`config.mk`:
```
export PLATFORM = sky130hd
export DESIGN_NAME = spart_rx
export DESIGN_NICKNAME = d
export VERILOG_FILES = /design/src/rtl/spart_rx.sv
export SDC_FILE = /design/constraint.sdc
export NUM_CORES = 1
export LEC_CHECK = 0
export ABC_CLOCK_PERIOD_IN_PS = 2500
export CAP_MARGIN = 40
export CORE_MARGIN = 2
export CORE_UTILIZATION = 58
export DETAILED_ROUTE_END_ITERATION = 6
export PLACE_DENSITY = 0.78
export REMOVE_ABC_BUFFERS = 1
export SETUP_SLACK_MARGIN = 0.4
export SYNTH_ARGS = -nofsm -noshare
export SYNTH_HDL_FRONTEND = slang
export SYNTH_SLANG_ARGS = --single-unit
```
`constraint.sdc`:
```
create_clock -name clk -period 2.5 [get_ports clk]
set_clock_uncertainty 0.2 [all_clocks]
set_input_delay 0.375 -clock clk [delete_from_list [all_inputs] [get_ports clk]]
set_output_delay 0.375 -clock clk [all_outputs]
set_load 0.03 [all_outputs]
```
`src/rtl/spart_rx.sv`:
```
// SPART receiver: 8N1 deserialiser driven by the baud generator's oversampling enable.
// Produces rx_data with data-available, framing-error and overrun flags.
module spart_rx #(
  parameter int OVERSAMPLE = 16,
  parameter int DATA_BITS  = 8
) (
  input  logic                 clk,
  input  logic                 rst,
  input  logic                 baud_en,
  input  logic                 rxd,
  input  logic                 clr_rda,
  output logic [DATA_BITS-1:0] rx_data,
  output logic                 rda,
  output logic                 frame_err,
  output logic                 overrun
);

  localparam int TW = $clog2(OVERSAMPLE);
  localparam int BW = (DATA_BITS > 1) ? $clog2(DATA_BITS) : 1;
  localparam logic [TW-1:0] TICK_MID = TW'(OVERSAMPLE / 2 - 1);
  localparam logic [TW-1:0] TICK_END = TW'(OVERSAMPLE - 1);
  localparam logic [BW-1:0] BIT_LAST = BW'(DATA_BITS - 1);

  typedef enum logic [1:0] {IDLE, START, DATA, STOP} state_t;

  state_t               state_q, state_d;
  logic                 rxd_meta_q, rxd_s_q;
  logic                 prev_q, prev_d;
  logic [TW-1:0]        tick_q, tick_d;
  logic [BW-1:0]        bit_q, bit_d;
  logic [DATA_BITS-1:0] shift_q, shift_d;
  logic [DATA_BITS-1:0] rx_data_q, rx_data_d;
  logic                 rda_q, rda_d;
  logic                 fe_q, fe_d;
  logic                 ov_q, ov_d;
  logic                 mid_hit, end_hit, done;

  assign mid_hit = baud_en && (tick_q == TICK_MID);
  assign end_hit = baud_en && (tick_q == TICK_END);
  assign done    = (state_q == STOP) && end_hit;

  always_ff @(posedge clk) begin
    if (rst) begin
      rxd_meta_q <= 1'b1;
      rxd_s_q    <= 1'b1;
      prev_q     <= 1'b1;
      state_q    <= IDLE;
      tick_q     <= '0;
      bit_q      <= '0;
      shift_q    <= '0;
      rx_data_q  <= '0;
      rda_q      <= 1'b0;
      fe_q       <= 1'b0;
      ov_q       <= 1'b0;
    end else begin
      rxd_meta_q <= rxd;
      rxd_s_q    <= rxd_meta_q;
      prev_q     <= prev_d;
      state_q    <= state_d;
      tick_q     <= tick_d;
      bit_q      <= bit_d;
      shift_q    <= shift_d;
      rx_data_q  <= rx_data_d;
      rda_q      <= rda_d;
      fe_q       <= fe_d;
      ov_q       <= ov_d;
    end
  end

  always_comb begin
    state_d = state_q;
    case (state_q)
      IDLE:    if (baud_en && prev_q && !rxd_s_q) state_d = START;
      START:   if (mid_hit) state_d = rxd_s_q ? IDLE : DATA;
      DATA:    if (end_hit && (bit_q == BIT_LAST)) state_d = STOP;
      STOP:    if (end_hit) state_d = IDLE;
      default: state_d = IDLE;
    endcase
  end

  always_comb begin
    // Tick restarts on every state entry so each state measures from its own start.
    if (state_q == IDLE || state_d != state_q) tick_d = '0;
    else if (baud_en)                          tick_d = tick_q + TW'(1);
    else                                       tick_d = tick_q;

    prev_d = prev_q;
    if ((state_q == IDLE && baud_en) || done) prev_d = rxd_s_q;

    bit_d   = bit_q;
    shift_d = shift_q;
    if (state_q == START && state_d == DATA) bit_d = '0;
    if (state_q == DATA && end_hit) begin
      bit_d   = bit_q + BW'(1);
      shift_d = {rxd_s_q, shift_q[DATA_BITS-1:1]};
    end

    rx_data_d = rx_data_q;
    fe_d      = fe_q;
    rda_d     = rda_q & ~clr_rda;
    ov_d      = ov_q & ~clr_rda;
    // A read in the completion cycle consumed the old byte, so it is not an overrun.
    if (done) begin
      rx_data_d = shift_q;
      rda_d     = 1'b1;
      fe_d      = ~rxd_s_q;
      ov_d      = rda_q & ~clr_rda;
    end
  end

  assign rx_data   = rx_data_q;
  assign rda       = rda_q;
  assign frame_err = fe_q;
  assign overrun   = ov_q;

endmodule

```
==> git commit body <==
Update PnR metrics after Yosys + OpenROAD run

* Die width: 52.7 um
* Leading cell types by total area after synthesis: sky130_fd_sc_hd__dfxtp_1 45%, sky130_fd_sc_hd__a21oi_1 7.3%, sky130_fd_sc_hd__nand3_1 7.3%
- Async set-reset flop share out of synthesis: 0%
* Internal power: 0.620 mW
- Number of vias per cell after detailed routing: 6.03
* Terminating pin of the worst hold path: rxd_s_q
* Critical R2R Capture: tick_q[3]
* Met3 Wirelength: 134 um
- Effective utilization at floorplan: 61.7%
- The power report lists the sequential group at 0.500 mW.
* Layout-stage area growth over the synthesis result: 13.5%
- The worst setup path is launched from a flop.
- Series of cell instances along the critical path: clkdlybuf4s50_1
- The multi-input combinational cells in the finished layout cover a total of 648 um2.
* H-tree levels: 2
- Wire length on met1: 1320 um
- In this run, the synthesized area fraction spent on xor and xnor cells is recorded as 1.91%.
- Slew at the pin with the worst max-slew slack: 0.573 ns
* Final critical delay including setup and external delays: 1.94 ns
* Top fanout value on the critical path: 2
- Together, buffers and inverters on the worst path number 1.
* Critical path endpoint category: primary output
- Hold timing on the final database bottoms out at a slack of 0.221 ns.
- After legalization and detailed placement, the total HPWL measured 1870 um.
- Hold Path Stages: 1
- Buffers added to address setup during post-CTS repair amount to 0.
- Run status: finished, final reports clean
- The area taken by sequential standard cells is reported as 621 um2.
- Antenna diode instance count: 0
- Setup repair after global routing missed its margin: no
- Signal routing reaches up to met4.
- Simple logic cell fraction of the synthesized area: 17.8%
- Number of synthesis warnings: 0
* Proportion of netlist area held by the largest area contributor: 45.0%
- Synthesis handed over a netlist of 155 instances.
- Per the timing report, the most critical flop-to-flop path originates at tick_q[0].
- For this design, the CTS-stage hold fixing added 0 buffers.
* Critical hold path startpoint: rxd_meta_q
- Counting endpoints that fail hold in the final report gives 0.
- Final Max Slew Viols: 0
- By count the netlist is led by 31 x sky130_fd_sc_hd__dfxtp_1, 20 x sky130_fd_sc_hd__a21oi_1, 20 x sky130_fd_sc_hd__nand3_1, 17 x sky130_fd_sc_hd__o21ai_0, 7 x sky130_fd_sc_hd__buf_4.
* Synthesized-area fraction occupied by ao, oa, aoi and oai cells: 23.2%
-- layout make-up --
| type | instances | share of cell area, % |
|---|---|---|
| Timing Repair Buffer | 21 | 12.5 |
| Sequential cell | 31 | 39.7 |
| Tap cell | 28 | 2.24 |
| Clock buffer | 7 | 2.88 |
| Inverter | 4 | 0.960 |
| Multi-Input combinational cell | 105 | 41.4 |
| Clock inverter | 1 | 0.320 |
-- cells by family (layout without fill, tap and decap cells) --
| family | after synthesis | count (layout) |
|---|---|---|
| multiplexers | 2 | 2 |
| XOR/XNOR | 3 | 3 |
| buffers and inverters | 19 | 33 |
| flip-flops | 31 | 31 |
| AND-OR/OR-AND | 54 | 54 |
| AND/OR/NAND/NOR | 43 | 43 |
| adder cells (fa/ha/maj) | 3 | 3 |
Figure 1. Port wiring.
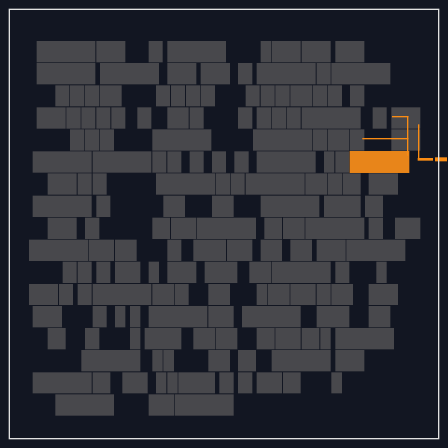
Key: orange = overrun [bits 1, direction output, edge right, end cells 1, buffers 1, wire 18.0 um]
top-level port count: 16
number of buffers inserted by port buffering: 15

Figure 2. M3 wires.
Bar = 20 um.
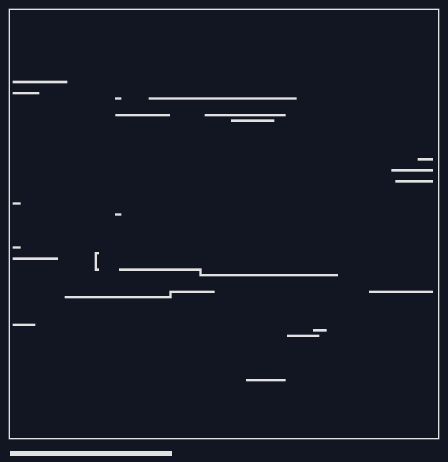
The longest straight run is 17.9 um. 18 nets have wire on it. The wires run mostly horizontal.
Global Route met3 Usage: 9.43%
final wirelength: 2830 um
DR vias: 1188

Figure 3. Metal 2.
Cells faint in the background.
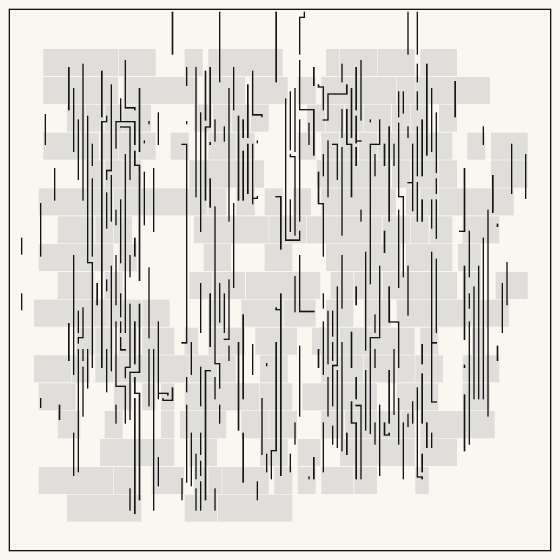
The wires run mostly vertical. 139 nets have wire on it. The longest straight run is 24.0 um.
met2 track utilization from global routing: 37.3%

Figure 4. Placed cells, one color a class.
Fill, decap, tap and diode cells in gray.
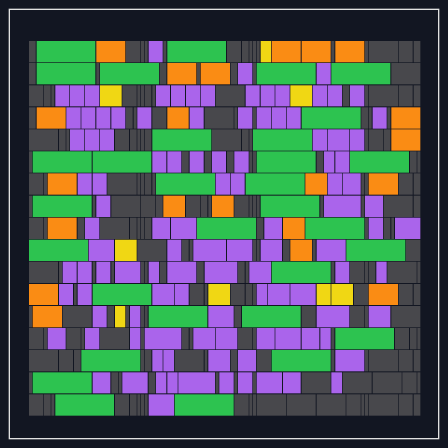
Key: green = registers [cells 31]; yellow = clock drivers and dummy loads [cells 8]; orange = remaining buffers and delay cells [cells 21]; purple = remaining logic cells [cells 109]
Floorplan Core Area: 2230 um2
site row count: 17
final core utilization: 70.0%
final instance area: 1560 um2

Figure 5. Placement view.
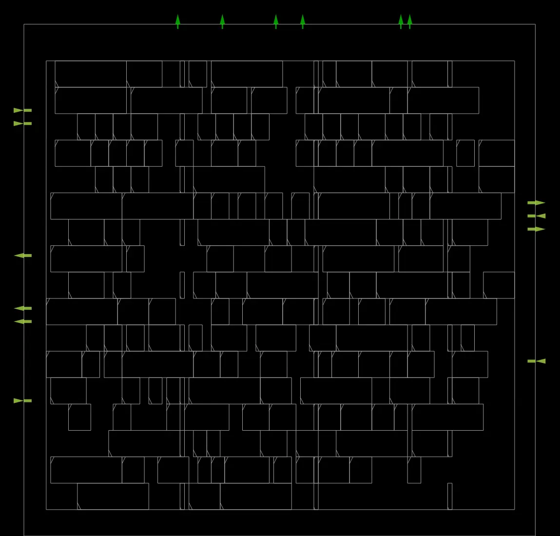
fraction of standard cell area that is sequential: 39.7%
count of placed standard cells in the final layout, fillers left out: 197

Power figures rest on the tool's default switching activity, not on a simulated workload.
